## src/rtl/crc_check.sv

```systemverilog
// ============================================================================
// Module      : crc_check
// Description : Serial CRC frame checker. Shifts message plus check bits
//               through a remainder register, MSB first, and reports a
//               registered pass/fail verdict one cycle after the last bit.
// Revision    : 1.0 - initial release
// ============================================================================
`default_nettype none

module crc_check #(
  parameter int                  CRC_LEN        = 16,
  parameter logic [CRC_LEN-1:0]  CRC_POLYNOMIAL = 16'h8005,
  parameter int                  CNT_W          = 16
) (
  input  logic               clk_in,
  input  logic               reset_n,
  input  logic               data_in,
  input  logic               data_valid,
  input  logic               frame_last,
  input  logic               frame_abort,
  output logic               in_ready,
  output logic [CRC_LEN-1:0] crc_out,
  output logic [CNT_W-1:0]   bit_count,
  output logic               frame_done,
  output logic               crc_ok,
  output logic               crc_err,
  output logic               len_err
);

  // Frames no longer than the check field cannot carry a message.
  localparam logic [CNT_W-1:0] c_len = CNT_W'(CRC_LEN);

  typedef enum logic [1:0] {
    IDLE = 2'd0,
    RECV = 2'd1,
    DONE = 2'd2
  } state_t;

  state_t               r_state;
  state_t               w_state_nxt;
  logic                 r_rdy_en;
  logic [CRC_LEN-1:0]   r_crc;
  logic [CNT_W-1:0]     r_cnt;
  logic                 r_ok;
  logic                 r_err;
  logic                 r_len;

  logic                 w_accept;
  logic                 w_abort;
  logic                 w_take;
  logic                 w_last;
  logic [CRC_LEN-1:0]   w_crc_nxt;
  logic [CNT_W-1:0]     w_cnt_nxt;

  // A handshake with abort in RECV is swallowed: abort wins and the bit is dropped.
  assign w_accept = data_valid && in_ready;
  assign w_abort  = frame_abort && (r_state == RECV);
  assign w_take   = w_accept && !w_abort;
  assign w_last   = w_take && frame_last;

  // Remainder and length as they will be after the current bit is taken.
  // In IDLE the remainder is already zero, so the same shift applies.
  assign w_crc_nxt = {r_crc[CRC_LEN-2:0], data_in}
                   ^ (CRC_POLYNOMIAL & {CRC_LEN{r_crc[CRC_LEN-1]}});
  assign w_cnt_nxt = (r_state == IDLE) ? CNT_W'(1)
                   : ((r_cnt == {CNT_W{1'b1}}) ? r_cnt : r_cnt + CNT_W'(1));

  // State register.
  always_ff @(posedge clk_in or negedge reset_n) begin
    if (!reset_n) begin
      r_state <= IDLE;
    end else begin
      r_state <= w_state_nxt;
    end
  end

  // Next-state decode and state-derived handshake outputs.
  always_comb begin
    w_state_nxt = r_state;
    in_ready    = 1'b0;
    frame_done  = 1'b0;
    case (r_state)
      IDLE: begin
        in_ready = r_rdy_en;
        if (w_take) begin
          w_state_nxt = frame_last ? DONE : RECV;
        end
      end
      RECV: begin
        in_ready = r_rdy_en;
        if (w_abort) begin
          w_state_nxt = IDLE;
        end else if (w_last) begin
          w_state_nxt = DONE;
        end
      end
      DONE: begin
        frame_done  = 1'b1;
        w_state_nxt = IDLE;
      end
      default: begin
        w_state_nxt = IDLE;
      end
    endcase
  end

  // Holds in_ready low until the first edge after reset is released.
  always_ff @(posedge clk_in or negedge reset_n) begin
    if (!reset_n) begin
      r_rdy_en <= 1'b0;
    end else begin
      r_rdy_en <= 1'b1;
    end
  end

  // Remainder and bit counter; cleared when leaving DONE or on abort.
  always_ff @(posedge clk_in or negedge reset_n) begin
    if (!reset_n) begin
      r_crc <= '0;
      r_cnt <= '0;
    end else if ((r_state == DONE) || w_abort) begin
      r_crc <= '0;
      r_cnt <= '0;
    end else if (w_take) begin
      r_crc <= w_crc_nxt;
      r_cnt <= w_cnt_nxt;
    end
  end

  // Verdict registered on the edge that accepts the last bit, held until the next one.
  always_ff @(posedge clk_in or negedge reset_n) begin
    if (!reset_n) begin
      r_ok  <= 1'b0;
      r_err <= 1'b0;
      r_len <= 1'b0;
    end else if (w_last) begin
      r_err <= (w_crc_nxt != '0);
      r_len <= (w_cnt_nxt <= c_len);
      r_ok  <= (w_crc_nxt == '0) && (w_cnt_nxt > c_len);
    end
  end

  assign crc_out   = r_crc;
  assign bit_count = r_cnt;
  assign crc_ok    = r_ok;
  assign crc_err   = r_err;
  assign len_err   = r_len;

endmodule

`default_nettype wire

```

## config.mk

```make
export PLATFORM = sky130hd
export DESIGN_NAME = crc_check
export DESIGN_NICKNAME = d
export VERILOG_FILES = /design/src/rtl/crc_check.sv
export SDC_FILE = /design/constraint.sdc
export NUM_CORES = 1
export LEC_CHECK = 0
export CAP_MARGIN = 0
export CORE_ASPECT_RATIO = 0.6
export CORE_MARGIN = 2
export CORE_UTILIZATION = 45
export CTS_CLUSTER_DIAMETER = 50
export CTS_CLUSTER_SIZE = 28
export DETAILED_ROUTE_END_ITERATION = 12
export PLACE_DENSITY = 0.72
export SYNTH_ARGS = -nofsm -noshare
export SYNTH_HDL_FRONTEND = slang
export SYNTH_SLANG_ARGS = --single-unit
```

## constraint.sdc

```tcl
create_clock -name clk_in -period 2.5 [get_ports clk_in]
set_input_delay 0.25 -clock clk_in [delete_from_list [all_inputs] [get_ports clk_in]]
set_output_delay 0.25 -clock clk_in [all_outputs]
set_load 0.005 [all_outputs]
```

Figure 1. The clock network (run 1).
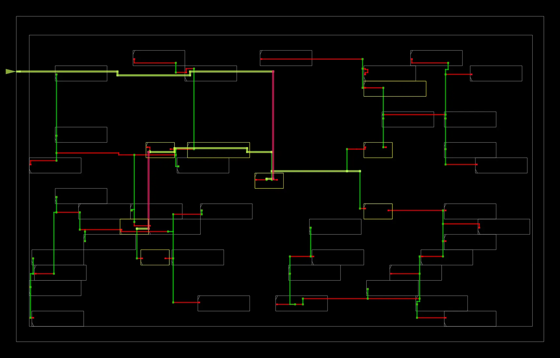
clock buffers: 6
flip-flops: 38
clock latency on the worst-skew pair: 0.29 ns
clock network power: 0.000649 W

Figure 2. M1 wires (run 1).
Supply wires on this layer in grey.
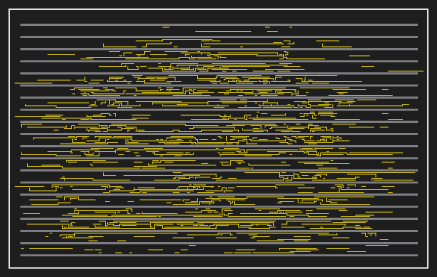
main direction = horizontal
share of all routed wire = 52%
met1 Use GR: 0.378
DR vias: 2044
final WL: 5.87 mm

Figure 3. I/O nets highlighted (run 1).
Scale bar: 20 µm.
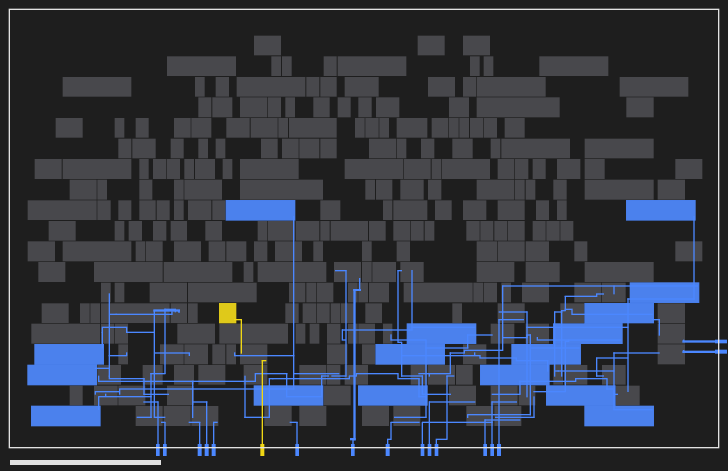
yellow -> in_ready  # bits 1, direction output, edge south, end cells 1, buffers 1, wire 16.9 µm
blue -> crc_out  # bits 16, direction output, edge 14 south, 2 east, end cells 16, buffers 16, wire 767 µm

Figure 4. Zoomed window (run 1).
Scale bar: 10 µm. Region (32, 14) to (62, 44) µm. Cells in grey, sequential cells in the stronger grey; small squares are vias.
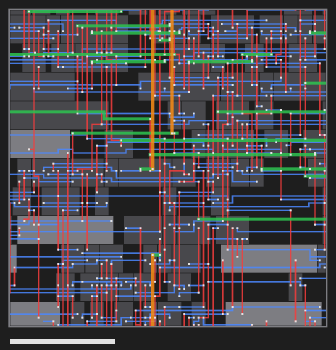
orange -> met4
red -> met2
blue -> met1
green -> met3
sequential cells in the window = 5
cells with their middle in the window = 78
most frequent = nor2_1 (14), nand2_1 (10)
netlist names of flops here include = bit_count (2), crc_out (2)

==> impl_metrics.tcl, run 1 <==
# collected from the flow reports
set metrics [dict create \
    compound_area_frac 0.218 \
    cts_resized 0 \
    nWellTaps 63 \
    pwr-share-comb 0.143 \
    common_cells "dfrtp_1 (38), nor2_1 (31), nand2_1 (20), a21oi_1 (17), o21ai_0 (17)" \
    path_cells "ha_1 > or4b_1 > a31oi_1 > nor3_1 > nor4_2 > nand4_1 > a32o_1" \
    grt_overflow 0 \
    final_max_slew_viol_count 0 \
    slew_headroom 0.449 \
    route.met2.wl_mm 2.40 \
    synthXorXnorAreaFrac 0.0202 \
    fillers 413 \
    die_area_um2 5400 \
    grt_use_total 0.230 \
    yosysUniqueCellTypes 47 \
    path_depth 7 \
    max_freq_mhz 422 \
    grt_pass1_vias 1798 \
    drive_above_1_share 0.0830 \
    final-clk-cell-share 0.0518 \
    p_seq_w 0.000674 \
    design_area_um2 2760 \
    grt_first_pass_wirelength_mm 9.69 \
    syn_area_um2 2170 \
    clk_pin_slew_ns 0.08 \
    dpl.hpwl_mm 4.19 \
    num-nonclk-inverters 4 \
    worst_ep_arrival_time_ns 2.55 \
    setup_viol 0 \
    critPathCapture "crc_ok" \
    layout_setup_ws_ns 0.131 \
    cts_buffers 5 \
    seq_share 0.345 \
    syn2layout_area_growth_pct 27.2 \
    core-area_um2 4610 \
    most_common_cell "dfrtp_1" \
    worst_setup_path_start_kind "register" \
    wl_per_cell_um 17.3 \
    final_util 0.597 \
    routed_via_density 6.01 \
    max_stage_delay_ns 0.49 \
    met3_usage 0.0507 \
    total_power_w 0.00154 \
    root_buffer "clkbuf_8" \
    final_common_cell "clkdlybuf4s50_1" \
    rows 19 \
    grt_use_met2 0.309 \
    dp_cells 332 \
    ys_sh_adder 0.00578 \
    dominant-cell-class "multi-input combinational cells" \
    hold_slack_ns 0.0504 \
    met1_length_mm 3.04 \
    h-tree-depth 2 \
    pwr-share-seq 0.437 \
    die_w_um 93.6 \
    yosysTopAreaCellShare 0.439 \
    yosys.stat.seqShare 0.439 \
    ys_sh_simple 0.263 \
    hold_buffers 0 \
    top_usage_layer "met1" \
    combAreaFraction 0.407 \
    powerDensity_nw_per_um2 560 \
    maxPowerGroup "registers" \
    ys.flop_type "dfrtp_1" \
    n_all_buffers 46 \
    endpoint_kind "register" \
    warnings 26 \
    cts.path.max_buffers 2 \
    critPathBufInv 0 \
    bufAreaShareNonClock 0.162 \
    yosysTopAreaCell "dfrtp_1" \
    die_height_um 57.7 \
    outcome "complete, no violations" \
    initCoreUtil 0.470 \
    clkPwrFrac 0.421 \
    setup_tns_ns 0 \
    ys_cells 238 \
    worst_pin_slew_ns 0.827 \
    ys_async_sr_fraction 1.00 \
    fin_cells 340 \
    syn_nets 245 \
    ant_nets 0 \
    syn_avg_cell_area_um2 9.10 \
    critPathMaxFanout 9 \
    period_needed_ns 2.37 \
    antenna_cells 0 \
    ys_seq_elements 38 \
    topRoutingLayerUsed "met4" \
    post-place-ws_ns 0.171 \
    portBuffers 42 \
]
==> run 1 -> run 2 <==
ABC_CLOCK_PERIOD_IN_PS = 2500   (was unset)
Figure 5. The clock network (run 2).
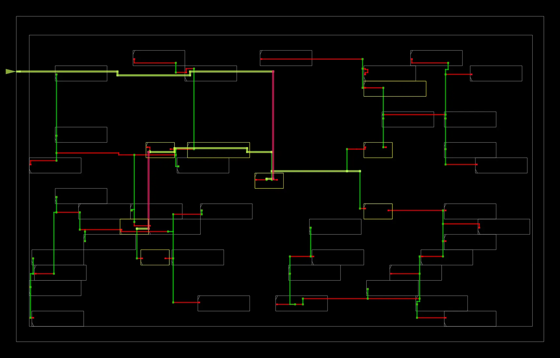
# clock sinks: 38
Clock Skews: 0.00569 ns
CTS buffer count: 5

Figure 6. M1 wires (run 2).
Supply wires on this layer in grey.
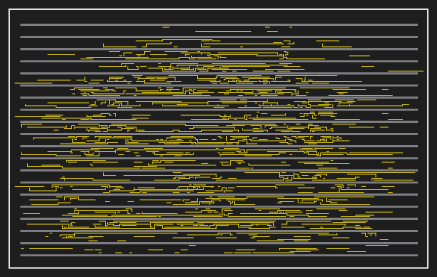
longest straight run = 36.3 µm
main direction = horizontal

Figure 7. Zoomed window (run 2).
Scale bar: 10 µm. Region (32, 14) to (62, 44) µm. Cells in grey, sequential cells in the stronger grey; small squares are vias.
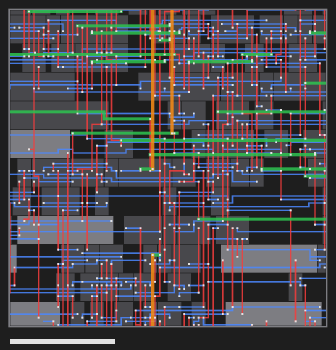
orange -> met4
red -> met2
green -> met3
blue -> met1
sequential cells in the window = 5
most frequent = nor2_1 (14), nand2_1 (10)
cells with their middle in the window = 78
netlist names of flops here include = bit_count (2), crc_out (2)

==> impl_metrics.tcl, run 2 <==
# collected from the flow reports
set metrics [dict create \
    worst_pin_slew_ns 0.827 \
    grt_use_met2 0.309 \
    cts.path.max_buffers 2 \
    antenna_cells 0 \
    max_stage_delay_ns 0.49 \
    endpoint_kind "register" \
    hold_buffers 0 \
    pwr-share-seq 0.437 \
    num-nonclk-inverters 4 \
    ys.flop_type "dfrtp_1" \
    dominant-cell-class "multi-input combinational cells" \
    common_cells "dfrtp_1 (38), nor2_1 (31), nand2_1 (20), a21oi_1 (17), o21ai_0 (17)" \
    routed_via_density 6.01 \
    syn_nets 245 \
    p_seq_w 0.000674 \
    compound_area_frac 0.218 \
    core-area_um2 4610 \
    yosysUniqueCellTypes 47 \
    routed_wl_mm 5.87 \
    root_buffer "clkbuf_8" \
    syn_area_um2 2170 \
    pwr-share-comb 0.143 \
    post-place-ws_ns 0.171 \
    drive_above_1_share 0.0830 \
    fin_cells 340 \
    path_cells "ha_1 > or4b_1 > a31oi_1 > nor3_1 > nor4_2 > nand4_1 > a32o_1" \
    period_needed_ns 2.37 \
    setup_tns_ns 0 \
    met3_usage 0.0507 \
    warnings 26 \
    dpl.hpwl_mm 4.19 \
    outcome "complete, no violations" \
    final_common_cell "clkdlybuf4s50_1" \
    wl_per_cell_um 17.3 \
    met1_usage 0.378 \
    yosys.stat.seqShare 0.439 \
    syn2layout_area_growth_pct 27.2 \
    yosysTopAreaCellShare 0.439 \
]
Power figures rest on the tool's default switching activity, not on a simulated workload.
